==> run_1/metal_density.png <==
The bar under the picture is 20 um long. The die is cut into 15 by 9 equal tiles; dark blue is low, red is high, scaled to the fullest tile. Values are wire area over tile area, all layers added.
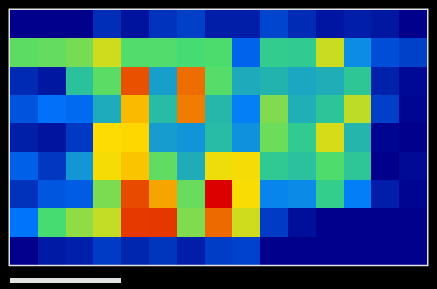
==> run_1/clocks.png <==
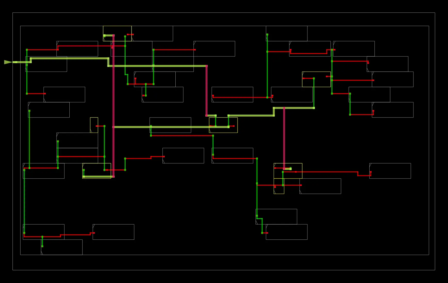
==> run_1/io_placement.png <==
The bar under the picture is 20 um long. Pins as bars across the die edge, other pins in grey.
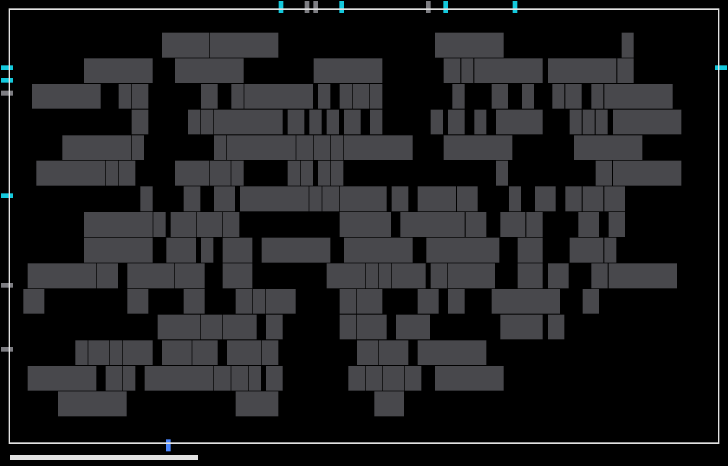
===== src/rtl/uart_rx_oversampler_pkg.sv =====
// Shared UART definitions: receiver state encoding, default oversample
// ratio (also used by the tx stage and the tick prescaler) and a counter
// width helper.
package uart_rx_oversampler_pkg;

  // Ticks per bit period; the tick prescaler is computed as clk / (baud * this).
  localparam int unsigned UART_OVERSAMPLE = 16;

  // Receiver state encoding.
  typedef enum logic [2:0] {
    IDLE      = 3'd0,
    START     = 3'd1,
    DATA      = 3'd2,
    STOP      = 3'd3,
    WAIT_IDLE = 3'd4
  } uart_rx_state_e;

  // Width of a counter that must hold values 0 .. n-1.
  function automatic int unsigned uart_cnt_width(input int unsigned n);
    return (n > 32'd1) ? $clog2(n) : 32'd1;
  endfunction

endpackage


===== src/rtl/uart_rx_oversampler_sync_ff.sv =====
// Multi-flop synchroniser for an asynchronous, idle-high input.
// Flops reset to 1 so a line in its idle state never looks like a start bit.
module uart_rx_oversampler_sync_ff #(
  parameter int unsigned SYNC_STAGES = 2
) (
  input  logic clk,
  input  logic reset,
  input  logic d_i,
  output logic q_o
);

  logic [SYNC_STAGES-1:0] sync_q;

  // Shift the asynchronous input through the synchroniser chain.
  always_ff @(posedge clk) begin
    if (reset) begin
      sync_q <= '1;
    end else begin
      sync_q <= {sync_q[SYNC_STAGES-2:0], d_i};
    end
  end

  assign q_o = sync_q[SYNC_STAGES-1];

endmodule


===== src/rtl/uart_rx_oversampler.sv =====
// UART receiver: synchronises rx, detects the start bit, samples every bit
// at its midpoint using the oversample tick and delivers the byte with a
// one-cycle rx_done pulse, or a one-cycle frame_err pulse on a low stop bit.
module uart_rx_oversampler
  import uart_rx_oversampler_pkg::*;
#(
  parameter int unsigned DATA_BITS   = 8,
  parameter int unsigned OVERSAMPLE  = UART_OVERSAMPLE,
  parameter int unsigned SYNC_STAGES = 2
) (
  input  logic                 clk,
  input  logic                 reset,
  input  logic                 tick,
  input  logic                 rx,
  output logic [DATA_BITS-1:0] rx_data,
  output logic                 rx_done,
  output logic                 frame_err,
  output logic                 rx_busy
);

  localparam int unsigned S_W = uart_cnt_width(OVERSAMPLE);
  localparam int unsigned B_W = uart_cnt_width(DATA_BITS) + 32'd1;

  // s_cnt value at the tick that lands mid start bit / at a full bit period.
  localparam logic [S_W-1:0] S_MID  = S_W'(OVERSAMPLE / 2 - 1);
  localparam logic [S_W-1:0] S_LAST = S_W'(OVERSAMPLE - 1);
  localparam logic [B_W-1:0] B_LAST = B_W'(DATA_BITS - 1);

  logic                 rx_s;
  uart_rx_state_e       state_q, state_d;
  logic [S_W-1:0]       s_cnt_q, s_cnt_d;
  logic [B_W-1:0]       b_cnt_q, b_cnt_d;
  logic [DATA_BITS-1:0] shift_q, shift_d;
  logic [DATA_BITS-1:0] data_q, data_d;
  logic                 done_q, done_d;
  logic                 err_q, err_d;
  logic                 busy_q, busy_d;

  uart_rx_oversampler_sync_ff #(
    .SYNC_STAGES(SYNC_STAGES)
  ) u_rx_sync (
    .clk  (clk),
    .reset(reset),
    .d_i  (rx),
    .q_o  (rx_s)
  );

  // Next-state and output logic of the receive FSM.
  always_comb begin
    state_d = state_q;
    s_cnt_d = s_cnt_q;
    b_cnt_d = b_cnt_q;
    shift_d = shift_q;
    data_d  = data_q;
    done_d  = 1'b0;
    err_d   = 1'b0;
    busy_d  = busy_q;

    case (state_q)
      IDLE: begin
        // Start detection is immediate; it does not wait for a tick.
        if (!rx_s) begin
          state_d = START;
          s_cnt_d = '0;
          busy_d  = 1'b1;
        end else begin
          busy_d  = 1'b0;
        end
      end

      START: begin
        if (tick) begin
          if (s_cnt_q == S_MID) begin
            if (rx_s) begin
              // Line went back high before mid start bit: glitch.
              state_d = IDLE;
              s_cnt_d = '0;
              busy_d  = 1'b0;
            end else begin
              state_d = DATA;
              s_cnt_d = '0;
              b_cnt_d = '0;
            end
          end else begin
            s_cnt_d = s_cnt_q + S_W'(1);
          end
        end else begin
          s_cnt_d = s_cnt_q;
        end
      end

      DATA: begin
        if (tick) begin
          if (s_cnt_q == S_LAST) begin
            // LSB first: each new bit enters at the MSB and moves right.
            shift_d = {rx_s, shift_q[DATA_BITS-1:1]};
            s_cnt_d = '0;
            b_cnt_d = b_cnt_q + B_W'(1);
            if (b_cnt_q == B_LAST) begin
              state_d = STOP;
            end else begin
              state_d = DATA;
            end
          end else begin
            s_cnt_d = s_cnt_q + S_W'(1);
          end
        end else begin
          s_cnt_d = s_cnt_q;
        end
      end

      STOP: begin
        if (tick) begin
          if (s_cnt_q == S_LAST) begin
            s_cnt_d = '0;
            if (rx_s) begin
              data_d  = shift_q;
              done_d  = 1'b1;
              busy_d  = 1'b0;
              state_d = IDLE;
            end else begin
              // Keep the last good byte; stay busy until the line recovers.
              err_d   = 1'b1;
              state_d = WAIT_IDLE;
            end
          end else begin
            s_cnt_d = s_cnt_q + S_W'(1);
          end
        end else begin
          s_cnt_d = s_cnt_q;
        end
      end

      WAIT_IDLE: begin
        if (tick && rx_s) begin
          state_d = IDLE;
          busy_d  = 1'b0;
        end else begin
          state_d = WAIT_IDLE;
        end
      end

      default: begin
        state_d = IDLE;
        s_cnt_d = '0;
        b_cnt_d = '0;
        busy_d  = 1'b0;
      end
    endcase
  end

  // State, counters and registered outputs.
  always_ff @(posedge clk) begin
    if (reset) begin
      state_q <= IDLE;
      s_cnt_q <= '0;
      b_cnt_q <= '0;
      shift_q <= '0;
      data_q  <= '0;
      done_q  <= 1'b0;
      err_q   <= 1'b0;
      busy_q  <= 1'b0;
    end else begin
      state_q <= state_d;
      s_cnt_q <= s_cnt_d;
      b_cnt_q <= b_cnt_d;
      shift_q <= shift_d;
      data_q  <= data_d;
      done_q  <= done_d;
      err_q   <= err_d;
      busy_q  <= busy_d;
    end
  end

  assign rx_data   = data_q;
  assign rx_done   = done_q;
  assign frame_err = err_q;
  assign rx_busy   = busy_q;

endmodule


===== config.mk =====
export PLATFORM = sky130hd
export DESIGN_NAME = uart_rx_oversampler
export DESIGN_NICKNAME = d
export VERILOG_FILES = /design/src/rtl/uart_rx_oversampler_pkg.sv /design/src/rtl/uart_rx_oversampler_sync_ff.sv /design/src/rtl/uart_rx_oversampler.sv
export SDC_FILE = /design/constraint.sdc
export NUM_CORES = 1
export LEC_CHECK = 0
export CAP_MARGIN = 20
export CORE_ASPECT_RATIO = 0.6
export CORE_UTILIZATION = 46
export CTS_CLUSTER_SIZE = 14
export DETAILED_ROUTE_END_ITERATION = 12
export DONT_BUFFER_PORTS = 1
export PLACE_DENSITY = 0.6
export SETUP_SLACK_MARGIN = 0.3
export SLEW_MARGIN = 20
export SYNTH_ARGS = -nofsm -noshare
export SYNTH_HDL_FRONTEND = slang
export SYNTH_SLANG_ARGS = --single-unit

===== constraint.sdc =====
create_clock -name clk -period 3.32 [get_ports clk]
set_input_delay 0.332 -clock clk [delete_from_list [all_inputs] [get_ports clk]]
set_output_delay 0.332 -clock clk [all_outputs]
set_load 0.05 [all_outputs]

==> out/results.txt, run 1 <==
status: completed
worst path arrival time: 2110 ps
leading area contributor after synthesis: dfxtp_1
Synth Net Count: 180
ClkCell Share: 5.00%
most frequent cells in the layout: 35 x nand2_1, 32 x dfxtp_1, 24 x a21oi_1
XOR Share, Synth: 0.593%
DR DRC count: 0
Yosys cell types: 43
Reg power frac: 57.0%
Comb power: 0.0175 mW
Signal buffers: 0
Synth Cell Area: 1480 um2
combinational gate area: 772 um2
adder-cell share of the synthesized area: 1.69%
Critical path origin: s_cnt_q[0]$_SDFFE_PP0P_
pre-CTS setup slack: 1450 ps
logic share of the area: 49.8%
startpoint of the worst hold path: reset
RSZ-0062 raised after global routing: false
Startpoint Class: flop
reg-to-reg startpoint: s_cnt_q[0]$_SDFFE_PP0P_
antenna-violating nets left: 0
Peak VDD IR: 276 uV
Pre-antenna DRT Iters: 4
top area contributor share: 43.4%
## Picture notes: metal_density.png
nearly empty tiles: 16%
tiles over half the peak: 30%
fullest tile: 0.44
GRT Total Usage: 20.5%
wire length per cell: 14.5 um
final wirelength: 3060 um
vias after detailed routing: 1,210

## Picture notes: clocks.png
clock sink count: 32
Latency at later pin: 280 ps
clk_skew: 4.64 ps
Clk. pwr: 0.279 mW
clock buffers: 6

## Picture notes: io_placement.png
| colour | port | pins | direction | edge |
|---|---|---|---|---|
| cyan | rx_data | 8 | output | 4 top, 3 left, 1 right |
| blue | tick | 1 | input | bottom |
chip height: 45.9 um
IO Port Bufs: 0

-- run 1: Yosys cell counts (all sizes together) --
master / instances
nand2: 36
dfxtp: 32
a21oi: 24
nand3: 8
buf: 7
nor2: 6
clkbuf: 5
nand2b: 5
nand3b: 5
nor4: 4
o21ai: 4
a31oi: 3
nor3: 3
or2: 3
a2111oi: 2
and4: 2
ha: 2
inv: 2
mux2i: 2
o31ai: 2
a211oi: 1
a221oi: 1
a31o: 1
a32o: 1
a32oi: 1
a41oi: 1
and2: 1
and3b: 1
and4b: 1
nand4: 1
nand4b: 1
nor3b: 1
o21ba: 1
o22ai: 1
o31a: 1
or3: 1
xnor2: 1
-- run 1: layer usage --
metal,share of wire [%],GRT usage (%)
met5,0,0
met4,1.4,7.78
met3,7.4,8.19
met2,38,26.7
met1,53,29.8
==> inputs of run 2 (changes only) <==
==> constraint.sdc (replaced) <==
create_clock -name clk -period 1.91 [get_ports clk]
set_input_delay 0.191 -clock clk [delete_from_list [all_inputs] [get_ports clk]]
set_output_delay 0.191 -clock clk [all_outputs]
set_load 0.05 [all_outputs]
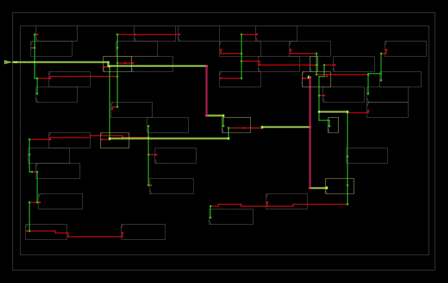
(run_2/clocks.png)
clk_skew: 4.32 ps
TritonCTS buffer count: 5
Clk. pwr: 0.477 mW
Flops: 32

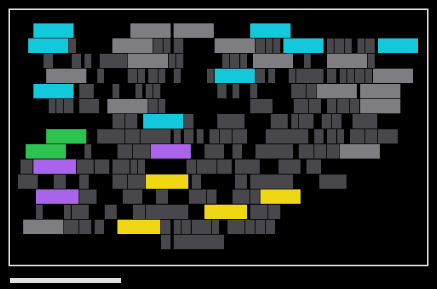
(run_2/flops_by_reg.png)
The bar under the picture is 20 um long. Other sequential cells in the stronger grey, the rest of the logic in the fainter grey.
| colour | netlist name | flops |
|---|---|---|
| purple | state_q | 3 |
| green | u_rx_sync.sync_q | 2 |
| cyan | rx_data | 8 |
| yellow | s_cnt_q | 4 |
not coloured: 15

==> run 2 against run 1 <==
  * The flow now finishes with violations (negative hold slack)
  * Combinational power grew 140%
  * Power grew 74%
  * Synthesized area is the same
  * Critical path depth shrank 1
  * Die size is the same
  * Non-clock buffer count grew 9
  * Via count grew 0.66%
  * Sequential power grew 73%
  * Cell count grew 4.3%
  * Critical path type unchanged
  * Highest routed layer unchanged
==> out/results.txt, run 2 <==
async set-reset flop share out of synthesis: 0%
status: finished with violations
hold_ws: -28.0 ps
dominant register cell: dfxtp_1
vias after detailed routing: 1,218
number of enable flip-flop cells: 0
top area contributor share: 43.4%
Synth Net Count: 180
met1 wire length: 1690 um
wire length per cell: 14.4 um
reg-to-reg startpoint: s_cnt_q[2]$_SDFFE_PP0P_
GRT Total Usage: 20.8%
Max Used Layer: met4
RSZ-0062 raised after global routing: true
met2 Usage GRT: 25.6%
violated checks: negative hold slack
DR DRC count: 0
clock sink count: 32
XOR Share, Synth: 0.593%
M1 GR Usage: 31.8%
chip height: 45.9 um
final hold viol count: 25
## run 2: cell counts after synthesis
No cell type changed its count.
## run 2: layout make-up
class,instances,area share [%]
Timing Repair Buffer,9,4.19
Sequential cell,32,38.7
Inverter,2,0.449
Clock buffer,6,4.34
Multi-Input combinational cell,128,48.8
Tap cell,42,3.15
Clock inverter,1,0.300
## run 2: what timing repair did
item,in CTS,in global routing
buffers inserted,0,2
endpoints found under the setup margin,23,23
pin swaps,0,2
cloned,0,0
gates resized,5,8
hold endpoints to repair,27,28
## run 2: power groups by stage
stage	logic, mW	registers (mW)	clock network (mW)
3_5_place_dp	0.0375	0.692	0
6_report	0.0427	0.678	0.477
3_3_place_gp	0.0371	0.692	0
4_1_cts	0.0398	0.678	0.486
2_1_floorplan	0.0402	0.691	0
5_1_grt	0.0469	0.678	0.516
==> inputs of run 3 (changes only) <==
--- a/config.mk
+++ b/config.mk
@@ -11,7 +11,7 @@
 export CTS_CLUSTER_SIZE = 14
 export DETAILED_ROUTE_END_ITERATION = 12
 export DONT_BUFFER_PORTS = 1
-export PLACE_DENSITY = 0.6
+export PLACE_DENSITY = 0.62
 export SETUP_SLACK_MARGIN = 0.3
 export SLEW_MARGIN = 20
 export SYNTH_ARGS = -nofsm -noshare
==> constraint.sdc (replaced) <==
create_clock -name clk -period 1.3 [get_ports clk]
set_input_delay 0.13 -clock clk [delete_from_list [all_inputs] [get_ports clk]]
set_output_delay 0.13 -clock clk [all_outputs]
set_load 0.05 [all_outputs]
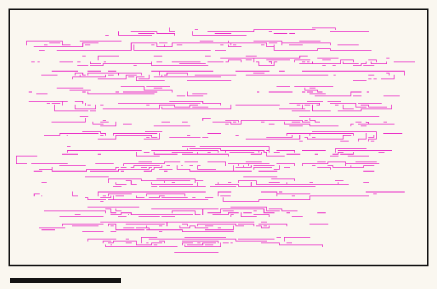
(run_3/layer_met1.png)
The bar under the picture is 20 um long.
nets with wire on the layer: 204
share of all routed wire: 49%

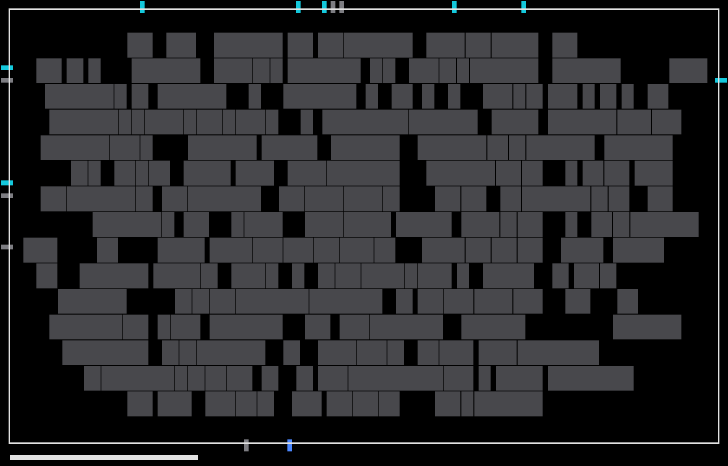
(run_3/io_placement.png)
The bar under the picture is 20 um long. Pins as bars across the die edge, other pins in grey.
Chip Width: 75.1 um

==> run 3 against run 2 <==
  * The run ends with negative hold slack, negative setup slack left
  * Critical path depth rose by 3
  * Synthesized area did not move
  * Clock-buffer cell count rose by 2
  * Worst hold slack got worse by 69 ps
  * Cell area rose by 30%
  * Flip-flop count did not move
  * Core utilization rose by 17 points
  * Routed wire length rose by 18%
  * Setup slack got worse by 440 ps
  * Critical endpoint is now rx_data[3]$_SDFFE_PP0P_
  * Largest cell class unchanged
  * Largest power group unchanged
==> out/results.txt, run 3 <==
clock sink count: 32
Peak VDD IR: 652 uV
Latency at later pin: 280 ps
ClkCell Share: 5.59%
GRT Total Usage: 23.8%
Synth Cell Area: 1480 um2
pre-CTS setup slack: -105 ps
M1 GR Usage: 34.3%
hold_ws: -96.7 ps
violated checks: negative hold slack, negative setup slack
vias after detailed routing: 1,377
number of enable flip-flop cells: 0
cell class ranked first by area: combinational gates
dominant register cell: dfxtp_1
async set-reset flop share out of synthesis: 0%
Synth Net Count: 180
final hold viol count: 29
Finish-stage setup viols: 25
post-CTS setup buffers: 4
startpoint of the worst hold path: reset
synth cell count leaders: 35 x nand2_1, 32 x dfxtp_1, 24 x a21oi_1
most frequent cells in the layout: 28 x buf_4, 27 x nand2_1, 25 x dfxtp_1
Critical path origin: s_cnt_q[1]$_SDFFE_PP0P_
Final Worst Setup Slack: -98.7 ps
status: finished with violations
Yosys cell types: 43
met3 track demand over resource: 7.74%
Seq area share: 30.0%
adder-cell share of the synthesized area: 1.69%
XOR Share, Synth: 0.593%
==> run 3: power by group through the flow <==
stage	logic (mW)	registers [mW]	clock network (mW)
3_3_place_gp	0.0745	1.01	0
5_1_grt	0.0949	0.992	1.03
2_1_floorplan	0.0656	1.02	0
6_report	0.0892	0.992	0.966
3_5_place_dp	0.0757	1.01	0
4_1_cts	0.0844	0.992	0.986
==> run 3: through the flow <==
step	utilization [%]	hold WS [ps]
6_report	73.2	-96.7
5_1_grt	73.2	-111
4_1_cts	68.7	-108
2_1_floorplan	-	234
3_5_place_dp	60.0	198
3_3_place_gp	60.0	194
==> run 3: per-layer routing <==
layer / part of all wire [%] / vias up / routed length [um]
met4: 0.78 / 0 / 29
met3: 7.2 / 4 / 270
met5: 0 / - / 0
li1: - / 694 / -
met1: 49 / 637 / 1840
met2: 42 / 42 / 1580
Power figures rest on the tool's default switching activity, not on a simulated workload.
